[src/rtl/axis_stream_pkg.sv]
// Shared stream-source types: FSM state encoding and throttle LFSR constants.
// LFSR taps realise x^16+x^14+x^13+x^11+1 in right-shifting Galois form.
package axis_stream_pkg;

  typedef enum logic [1:0] {
    ST_IDLE = 2'd0,
    ST_RUN  = 2'd1,
    ST_GAP  = 2'd2
  } src_state_e;

  localparam int LFSR_W = 16;

  localparam logic [LFSR_W-1:0] LFSR_TAPS = 16'hB400;

  function automatic logic [LFSR_W-1:0] lfsr_next(
    input logic [LFSR_W-1:0] cur
  );
    logic [LFSR_W-1:0] nxt;
    nxt = cur >> 1;
    if (cur[0]) nxt = nxt ^ LFSR_TAPS;
    return nxt;
  endfunction

endpackage

[src/rtl/axis_lfsr16.sv]
// Free-running 16-bit Galois LFSR with enable and reset seed.
// Seed must be non-zero or the register locks up at zero.
module axis_lfsr16
  import axis_stream_pkg::*;
#(
  parameter logic [LFSR_W-1:0] P_SEED = 16'hACE1
) (
  input  logic              clk,
  input  logic              rst,
  input  logic              en,
  output logic [LFSR_W-1:0] lfsr
);

  logic [LFSR_W-1:0] lfsr_q;
  logic [LFSR_W-1:0] lfsr_d;

  always_comb begin
    lfsr_d = lfsr_q;
    if (en) lfsr_d = lfsr_next(lfsr_q);
  end

  always_ff @(posedge clk) begin
    if (rst) lfsr_q <= P_SEED;
    else     lfsr_q <= lfsr_d;
  end

  assign lfsr = lfsr_q;

endmodule

[src/rtl/axis_ramp_source.sv]
// AXI-Stream ramp packet source with busy/done status.
// Optional random inter-beat gaps under AXIS_RAMP_SOURCE_THROTTLE_EN.
module axis_ramp_source
  import axis_stream_pkg::*;
#(
  parameter int                P_DATA_WIDTH  = 8,
  parameter int                P_COUNT_WIDTH = 16,
  parameter logic [LFSR_W-1:0] P_LFSR_SEED   = 16'hACE1
) (
  input  logic                     clk,
  input  logic                     rst,
  input  logic                     start,
  input  logic [P_COUNT_WIDTH-1:0] cfg_len,
  input  logic [P_DATA_WIDTH-1:0]  cfg_init,
  input  logic [P_DATA_WIDTH-1:0]  cfg_step,
  input  logic [3:0]               cfg_throttle,
  output logic                     busy,
  output logic                     done,
  output logic [P_COUNT_WIDTH-1:0] beat_count,
  output logic                     m_axis_tvalid,
  input  logic                     m_axis_tready,
  output logic [P_DATA_WIDTH-1:0]  m_axis_tdata,
  output logic                     m_axis_tlast
);

  src_state_e state_q, state_d;

  logic [P_COUNT_WIDTH-1:0] len_q, len_d;
  logic [P_COUNT_WIDTH-1:0] cnt_q, cnt_d;
  logic [P_DATA_WIDTH-1:0]  step_q, step_d;
  logic [P_DATA_WIDTH-1:0]  data_q, data_d;
  logic                     valid_q, valid_d;
  logic                     last_q, last_d;
  logic                     busy_q, busy_d;
  logic                     done_q, done_d;

  logic                     hs;
  logic                     gap_hit;
  logic [P_COUNT_WIDTH-1:0] cnt_inc;

`ifdef AXIS_RAMP_SOURCE_THROTTLE_EN
  logic [LFSR_W-1:0] lfsr;
  logic              unused_lfsr;

  axis_lfsr16 #(
    .P_SEED (P_LFSR_SEED)
  ) u_lfsr (
    .clk  (clk),
    .rst  (rst),
    .en   (1'b1),
    .lfsr (lfsr)
  );

  assign gap_hit     = lfsr[3:0] < cfg_throttle;
  assign unused_lfsr = ^lfsr[LFSR_W-1:4];
`else
  logic unused_throttle;

  assign gap_hit         = 1'b0;
  assign unused_throttle = ^{cfg_throttle, P_LFSR_SEED};
`endif

  assign hs      = valid_q & m_axis_tready;
  assign cnt_inc = cnt_q + 1'b1;

  always_comb begin
    state_d = state_q;
    len_d   = len_q;
    cnt_d   = cnt_q;
    step_d  = step_q;
    data_d  = data_q;
    valid_d = valid_q;
    last_d  = last_q;
    busy_d  = busy_q;
    done_d  = 1'b0;
    unique case (state_q)
      ST_IDLE: begin
        if (start) begin
          cnt_d = '0;
          if (cfg_len != '0) begin
            len_d   = cfg_len;
            step_d  = cfg_step;
            data_d  = cfg_init;
            valid_d = 1'b1;
            last_d  = (cfg_len == P_COUNT_WIDTH'(1));
            busy_d  = 1'b1;
            state_d = ST_RUN;
          end else begin
            done_d = 1'b1;
          end
        end
      end
      ST_RUN: begin
        if (hs) begin
          cnt_d = cnt_inc;
          if (last_q) begin
            valid_d = 1'b0;
            last_d  = 1'b0;
            busy_d  = 1'b0;
            done_d  = 1'b1;
            state_d = ST_IDLE;
          end else begin
            data_d = data_q + step_q;
            // next beat is the final one when it is index len-1
            last_d = (cnt_inc == len_q - 1'b1);
            if (gap_hit) begin
              valid_d = 1'b0;
              state_d = ST_GAP;
            end
          end
        end
      end
      ST_GAP: begin
        valid_d = 1'b1;
        state_d = ST_RUN;
      end
      default: begin
        state_d = ST_IDLE;
        valid_d = 1'b0;
        last_d  = 1'b0;
        busy_d  = 1'b0;
      end
    endcase
  end

  always_ff @(posedge clk) begin
    if (rst) begin
      state_q <= ST_IDLE;
      len_q   <= '0;
      cnt_q   <= '0;
      step_q  <= '0;
      data_q  <= '0;
      valid_q <= 1'b0;
      last_q  <= 1'b0;
      busy_q  <= 1'b0;
      done_q  <= 1'b0;
    end else begin
      state_q <= state_d;
      len_q   <= len_d;
      cnt_q   <= cnt_d;
      step_q  <= step_d;
      data_q  <= data_d;
      valid_q <= valid_d;
      last_q  <= last_d;
      busy_q  <= busy_d;
      done_q  <= done_d;
    end
  end

  assign busy          = busy_q;
  assign done          = done_q;
  assign beat_count    = cnt_q;
  assign m_axis_tvalid = valid_q;
  assign m_axis_tdata  = data_q;
  assign m_axis_tlast  = last_q;

endmodule
[config.mk]
export PLATFORM = sky130hd
export DESIGN_NAME = axis_ramp_source
export DESIGN_NICKNAME = d
export VERILOG_FILES = /design/src/rtl/axis_stream_pkg.sv /design/src/rtl/axis_lfsr16.sv /design/src/rtl/axis_ramp_source.sv
export SDC_FILE = /design/constraint.sdc
export NUM_CORES = 1
export LEC_CHECK = 0
export CAP_MARGIN = 10
export CELL_PAD_IN_SITES_DETAIL_PLACEMENT = 0
export CELL_PAD_IN_SITES_GLOBAL_PLACEMENT = 1
export CORE_UTILIZATION = 37
export CTS_BUF_LIST = sky130_fd_sc_hd__clkbuf_4 sky130_fd_sc_hd__clkbuf_8 sky130_fd_sc_hd__clkbuf_16
export DETAILED_ROUTE_END_ITERATION = 12
export GPL_TIMING_DRIVEN = 0
export HOLD_SLACK_MARGIN = 0.05
export PLACE_DENSITY = 0.87
export SYNTH_ARGS = -nofsm -noshare
export SYNTH_HDL_FRONTEND = slang
export SYNTH_HIERARCHICAL = 1
export SYNTH_SLANG_ARGS = --single-unit
[constraint.sdc]
create_clock -name clk -period 2.85 [get_ports clk]
set_clock_uncertainty 0.1 [all_clocks]
set_input_delay 0.4275 -clock clk [delete_from_list [all_inputs] [get_ports clk]]
set_output_delay 0.4275 -clock clk [all_outputs]
set_load 0.1 [all_outputs]
==> images/route_heat.png <==
Scale bar: 20 um. 19 x 19 tiles, from dark purple (low) to yellow (high), scaled to the fullest tile. Values are wire area over tile area, all layers added.
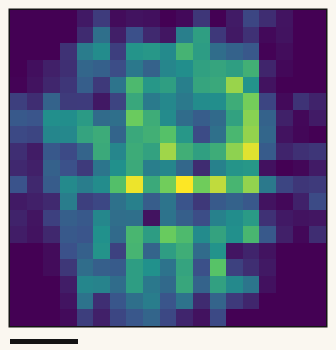
nearly empty tiles	18%
densest ninth of the die	center
emptiest ninth of the die	lower right
mean over tiles	0.15

==> images/sizing.png <==
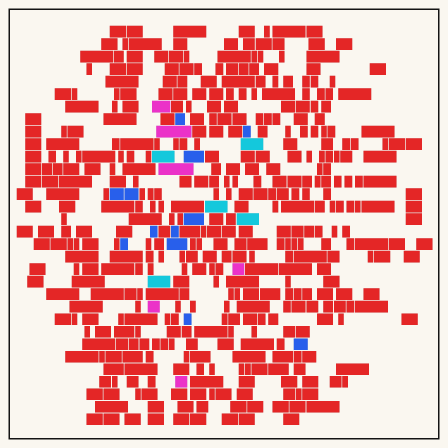
color	size	cells	share
red	x1 and smaller	413	95%
blue	x2	12	2.8%
cyan	x6 and larger	5	1.1%
magenta	x3 and x4	6	1.4%

==> images/port_trees.png <==
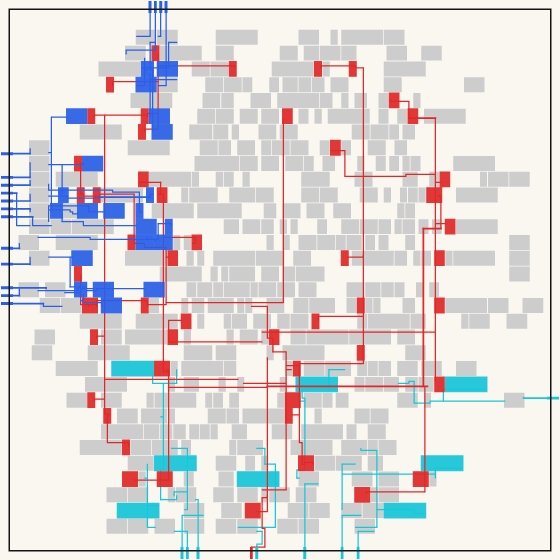
color	port	direction	edge	end cells	buffers	wire
red	rst	input	bottom	52	6	764 um
blue	cfg_len	input	12 left, 4 top	22	16	319 um
cyan	m_axis_tdata	output	7 bottom, 1 right	8	8	273 um

==> images/congestion_map.png <==
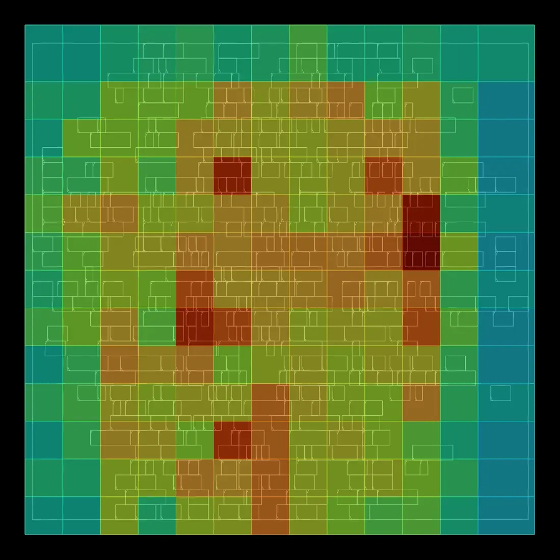
post-layout util: 49.7%
Global Route Usage Sum: 19.4%
routing usage on met1: 27.6%

==> images/class_map.png <==
Scale bar: 20 um.
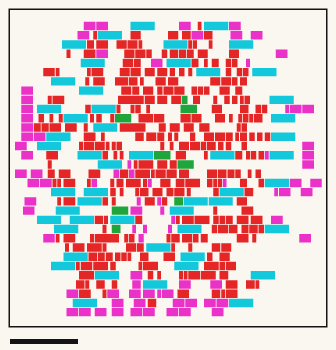
color	class	cells	share of their area
red	remaining logic cells	295	52%
magenta	remaining buffers and delay cells	82	19%
green	clock drivers and dummy loads	8	2.3%
cyan	registers	51	27%
core area: 7890 sq um
FP Rows: 32
post-route cell area: 3920 sq um
flop share of the area: 26.1%

==> reports/qor.yml <==
status: "finished clean"
comb_share_pct: 49.8
peakVddDrop_mv: 0.243
met3_length_um: 410
nNonClkInverters: 7
swShare_pct: 34.7
hold_class: "flip-flop to flip-flop"
dp_cells: 530
fillers: 776
clkLatencyLatePin_ns: 0.30
nonClockBufferCount: 82
antenna_cells: 0
hp-start: "step_q[4]$_SDFFE_PP0P_"
synth_area_sq_um: 3070
internal_power_mw: 1.17
cts_hold_buffers: 0
instances_no_fill: 538
grt_pass1_vias: 2692
yosys_warnings: 6
crit_cells: 8
warnings: 30
avgSynthCellArea_sq_um: 8.39
htreeDepth: 2
drt_iter0_drc: 150
die-height_um: 93.1
io_pins: 68
critPathArrivalTime_ns: 2.80
grt_util_met2_pct: 29.8
syn-num-nets: 416
relSlewSlack_pct: 33.0
startpoint: "cfg_len[11]"
cap_violations: 0
seq_power_uw: 795
cp_max_fo: 10
min_to: "step_q[4]$_SDFFE_PP0P_"
first_pass_iters: 4
clock.fmax_ghz: 0.368
layout_top_cells: "clkdlybuf4s50_1 (62), nor2_1 (51), dfxtp_1 (51)"
hpwlAfterDp_um: 6150
synth_cells: 366
worstSetupPathType: "input port to flip-flop"
gr-total-overflow: 0
lay_top_count: "clkdlybuf4s50_1"
viasPerCell: 5.25
drt_wl_total_um: 8010
end_kind: "flip-flop"
netlist_top_cells_count: "dfxtp_1 (51), nor2_1 (51), xnor2_1 (37)"
final-clk-cell-share_pct: 2.27
leakage_nw: 1.52
ant_nets: 0
synth_seq_share_pct: 33.2
met3_usage_pct: 2.76
numClockSinks: 51
pg_clk_uw: 437
clockPowerShare_pct: 24.4
netlist.area_leader.share_pct: 33.2
ys_cells: 366
p_per_area_nw_per_um2: 457
post-route-drc-count: 0
fp-utilization_pct: 38.9
r2r-start: "beat_count[0]$_SDFFE_PP0P_"
worstPathCellList: "clkdlybuf4s50_1, nor4_1, nand4_1, o21ai_2, a22oi_2, clkbuf_1, o21bai_1, a41oi_1"
seqCellArea_sq_um: 1020
top_area_cell: "dfxtp_1"
endpoint: "m_axis_tdata[6]$_SDFFE_PP0P_"
final_nets: 485
die_w_um: 93.1
wl_met2_um: 3480
wl_per_cell_um: 14.9
setup_viol: 0
grt-busiest-layer: "met2"
grt_pass1_wl_um: 13300
numCtsBuffers: 5
topCellsByArea: "dfxtp_1 (33%), xnor2_1 (11%), mux2i_1 (7.8%)"
power-top-group: "sequential cells"
flops: 51
worst_hold_slack_ns: 0.414
ys.flops: 51
whs_path_depth: 2
crit_family: "AND-OR/OR-AND gates"
min_period_ns: 2.72
crit_required_ns: 2.93
flop_cell: "dfxtp_1"
drive_above_1_share_pct: 5.28
grt_max_degree: 15
largest_cell_class: "multi-input combinational cells"
clockRootBuffer: "clkbuf_8"
clock_buffer_count: 7
p_switching_uw: 621
combGateArea_sq_um: 1950
critical-path-slowest-cell: "o21ai_2"
hold_viol: 0
critPathBufInv: 2
synth.distinct_cells: 48
slowest_delay_ns: 0.44
clockBufferDepth: 2
finalCritPeriodShare_pct: 95.4
worstReg2RegEnd: "m_axis_tlast$_SDFFE_PP0P_"
async_flop_share_pct: 0
area_share_nonclk_buffers_pct: 18.0
ys_area_sq_um: 3070
port_buffers: 62
grt_antenna_before_repair: 0
chip_area_sq_um: 8670
logic_gate_count: 288
clk_pin_slew_ns: 0.10
rsz0062_at_grt: "false"
gp_congestion: 0.831
met1_length_um: 3970
taps: 102
cts_tree: "built"
area_growth_pct: 27.6
worst_r2r_path_depth: 8
setup_tns_ns: 0
combinationalPower_uw: 558
vias: 2824
top_layer_used: "met4"
synth-edff-count: 0
final_max_slew_viol_count: 0
sequentialPowerShare_pct: 44.4
power_frac_comb_pct: 31.2
r2r_slack_ns: 0.29
startpoint_type: "input port"
worst_pin_slew_ns: 1.00
placed_area_sq_um: 3820
-- per-stage QoR --
stage	power, mW	setup slack, ns
floorplan	1.21	0.0118
global placement	1.36	-0.550
detailed placement	1.37	-0.608
CTS	1.80	0.0405
global route	1.88	0.00648
finish	1.79	0.131
-- timing repair --
item | 4_1_cts | 5_1_grt
resized | 2 | 2
hold endpoints to repair | 0 | 0
setup buffers | 0 | 0
endpoints found under the setup margin | 8 | 8
-- cells by family (layout without fill, tap and decap cells) --
logic type | Yosys count | in the layout | share of synthesized area, %
and+or+nand+nor | 138 | 138 | 24.1
AOI/OAI and AO/OA | 70 | 70 | 13.8
DFF | 51 | 51 | 33.2
xor gates and xnor gates | 46 | 46 | 13.1
buffers and inverters | 27 | 97 | 3.54
muxes | 24 | 24 | 7.82
adders and majority gates | 10 | 10 | 4.32
Power is estimated from default activity; no workload was simulated.
